### src/rtl/sub8_diff_accum.sv
// sub8_diff_accum: restores clamped values from wrapped 8-bit differences and accumulates
// fixed-length blocks into a saturating signed sum plus overflow-event count, handed off via valid/ready.
module sub8_diff_accum #(
   parameter int ACC_W     = 16,
   parameter int BLOCK_LEN = 8,
   parameter int CNT_W     = 8
) (
   input  logic                    clk,
   input  logic                    rst_n,
   input  logic                    in_valid,
   output logic                    in_ready,
   input  logic [7:0]              in_diff,
   input  logic                    in_ovf,
   output logic                    out_valid,
   input  logic                    out_ready,
   output logic [ACC_W-1:0]        out_sum,
   output logic [CNT_W-1:0]        out_ovf_cnt,
   output logic                    out_acc_sat
);

   // state | meaning
   // ACCUM | accepting samples into the running block
   // HOLD  | block result presented, waiting for out_ready
   localparam logic [0:0] ST_ACCUM = 1'b0;
   localparam logic [0:0] ST_HOLD  = 1'b1;

   localparam int SMP_W = (BLOCK_LEN > 1) ? $clog2(BLOCK_LEN) : 1;
   localparam logic [SMP_W-1:0] SMP_LAST = SMP_W'(BLOCK_LEN - 1);

   logic [0:0]       state;
   logic [ACC_W-1:0] acc;
   logic [CNT_W-1:0] ovf_cnt;
   logic             sat;
   logic [SMP_W-1:0] smp_cnt;

   logic [ACC_W:0]   samp;
   logic [ACC_W:0]   sum_wide;
   logic             sum_clip;
   logic [ACC_W-1:0] acc_nxt;
   logic [CNT_W-1:0] ovf_cnt_nxt;
   logic             sat_nxt;
   logic             accept;

   assign in_ready  = (state == ST_ACCUM);
   assign out_valid = (state == ST_HOLD);
   assign accept    = in_valid && (state == ST_ACCUM);

   // An overflowed wrapped difference carries the opposite sign of the true result.
   always_comb begin
      samp = {{(ACC_W-7){in_diff[7]}}, in_diff};
      if (in_ovf) begin
         if (in_diff[7]) samp = {{(ACC_W-7){1'b0}}, 8'h7F};
         else            samp = {{(ACC_W-7){1'b1}}, 8'h80};
      end
   end

   always_comb begin
      sum_wide = {acc[ACC_W-1], acc} + samp;
      sum_clip = sum_wide[ACC_W] ^ sum_wide[ACC_W-1];
      acc_nxt  = sum_wide[ACC_W-1:0];
      if (sum_clip) acc_nxt = {sum_wide[ACC_W], {(ACC_W-1){~sum_wide[ACC_W]}}};
      sat_nxt     = sat | sum_clip;
      ovf_cnt_nxt = ovf_cnt;
      if (in_ovf && !(&ovf_cnt)) ovf_cnt_nxt = ovf_cnt + CNT_W'(1);
   end

   always_ff @(posedge clk or negedge rst_n) begin
      if (!rst_n) begin
         state       <= ST_ACCUM;
         acc         <= '0;
         ovf_cnt     <= '0;
         sat         <= 1'b0;
         smp_cnt     <= '0;
         out_sum     <= '0;
         out_ovf_cnt <= '0;
         out_acc_sat <= 1'b0;
      end else begin
         case (state)
            ST_ACCUM: begin
               if (accept) begin
                  if (smp_cnt == SMP_LAST) begin
                     out_sum     <= acc_nxt;
                     out_ovf_cnt <= ovf_cnt_nxt;
                     out_acc_sat <= sat_nxt;
                     acc         <= '0;
                     ovf_cnt     <= '0;
                     sat         <= 1'b0;
                     smp_cnt     <= '0;
                     state       <= ST_HOLD;
                  end else begin
                     acc     <= acc_nxt;
                     ovf_cnt <= ovf_cnt_nxt;
                     sat     <= sat_nxt;
                     smp_cnt <= smp_cnt + SMP_W'(1);
                  end
               end
            end
            ST_HOLD: begin
               if (out_ready) state <= ST_ACCUM;
            end
            default: state <= ST_ACCUM;
         endcase
      end
   end

endmodule

### config.mk
export PLATFORM = sky130hd
export DESIGN_NAME = sub8_diff_accum
export DESIGN_NICKNAME = d
export VERILOG_FILES = /design/src/rtl/sub8_diff_accum.sv
export SDC_FILE = /design/constraint.sdc
export NUM_CORES = 1
export LEC_CHECK = 0
export CORE_MARGIN = 3
export CORE_UTILIZATION = 35
export DETAILED_ROUTE_END_ITERATION = 8
export MAX_ROUTING_LAYER = met4
export PLACE_DENSITY_LB_ADDON = 0.15
export SYNTH_ARGS = -nofsm -noshare
export SYNTH_HDL_FRONTEND = slang
export SYNTH_SLANG_ARGS = --single-unit
### constraint.sdc
create_clock -name clk -period 2.7 [get_ports clk]
set_input_delay 0.54 -clock clk [delete_from_list [all_inputs] [get_ports clk]]
set_output_delay 0.54 -clock clk [all_outputs]
set_load 0.02 [all_outputs]
==> images/gate_families.png <==
Bar = 20 um.
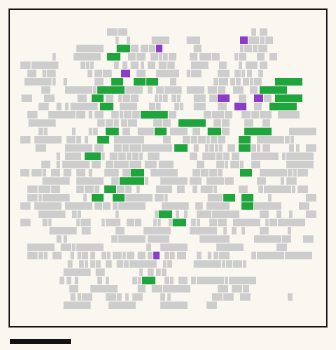
family	colour	cells
adder and majority cells	green	35
AND and OR gates	purple	7
fin cells: 614
Comb area share: 0.449

==> images/metal_stack.png <==
Bar = 20 um.
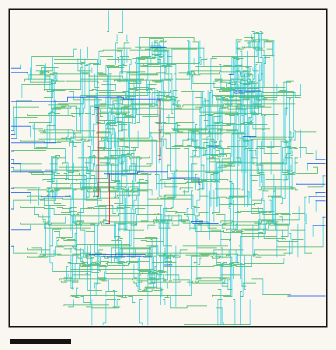
layer	colour	wire length
met3	blue	283 um
met2	cyan	4400 um
met4	red	65.3 um
met1	green	4380 um
Detailed Route WL: 9120 um
GRT Total Usage: 0.177

==> images/registers.png <==
Bar = 20 um.
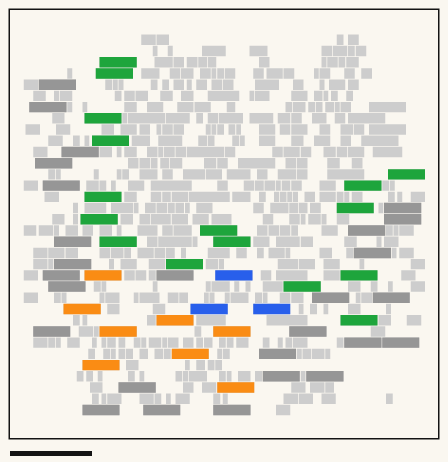
netlist name	colour	placed flops
acc	green	16
smp_cnt	blue	3
ovf_cnt	orange	8
not coloured	27
Final Core Density: 0.532
Seq area share: 0.274
Reg area: 1350 sq um
Seq. pwr: 0.00147 W

==> images/final_congestion.png <==
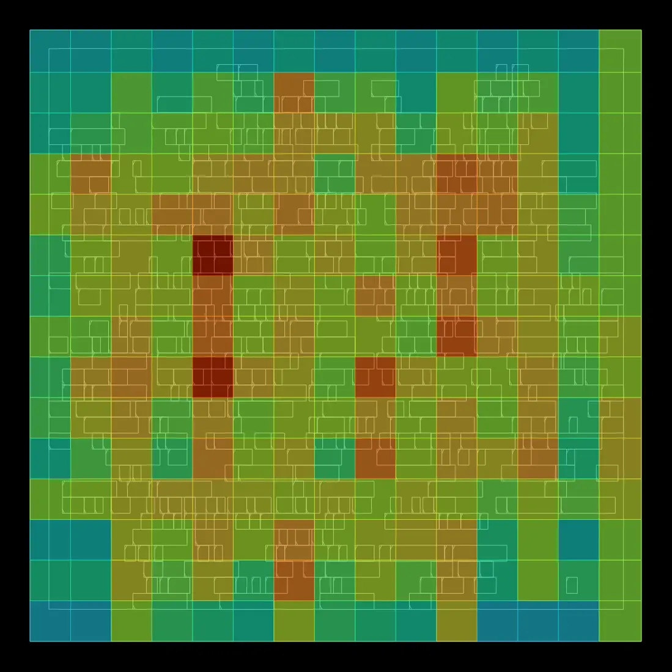
met2 Track Usage GR: 0.285
met3 usage: 0.0262
met1 GRT Util: 0.242
WL/cell: 14.9 um
GR peak layer: met2

## path summary, 6_finish.rpt
kind	slack (ps)	depth (start not counted)	endpoint
setup / recovery	-20	14	acc[8]
hold / removal	280	1	out_acc_sat
setup reg to reg	270	11	acc[8]
hold reg to reg	490	2	out_ovf_cnt[3]
max in group asynchronous	1760	2	acc[14]
min in group clk	490	2	out_ovf_cnt[3]
## logic make-up after synthesis
kind of cell,count (synthesis),share of synthesized area
AND-OR/OR-AND,111,0.197
XOR/XNOR,19,0.0520
adder cells (fa/ha/maj),35,0.122
buffers and inverters,34,0.0460
flip-flops,54,0.404
multiplexers,4,0.0123
AND/OR/NAND/NOR,123,0.167
==> notes.md <==
run metrics: outcome=complete, but fails checks, failing checks=negative setup slack, final-stage net count=518, fmax=368 MHz, cts repair resizes=76, via count=roughly 3100, cycle use final=1.01, H-tree depth=2, Peak VDD IR=0.000585 V, logic area=2220 sq um, Syn Nets=413, Clk pin slew, worst setup/hold paths=100 ps, CTS Buf Count=5, ANT cells=0, Critical Path Source Type=primary input, Pleak=between 2 and 2.5 nW, pre-CTS setup slack=-894 ps, Setup violations, final=1, top cells, area=dfrtp_1, o21ai_0, nand2_1, vias in the first global route=3050, finished layout cell area=between 4000 and 5000 sq um, PnR Total Power=~0.0070 W, share of layout cells above drive strength 1=0.340, post-synthesis instance total=380, clock buffers=6, EDFF count, synth=0, switching share of power=0.438, met1 WL=4380 um, io pins=40, cell area after synthesis=3350 sq um, RSZ-0062 raised after global routing=yes, post-CTS setup repair buffer count=18, Final WS setup=-15.1 ps, grt total ovfl=0, Crit Path Class=in2reg, final tally of hold violations=0, hold crit path type=in2async, DR top layer=met4, Cell Count Post-Placement=~590, row count=35, CTS max path bufs=2
Power figures rest on the tool's default switching activity, not on a simulated workload.
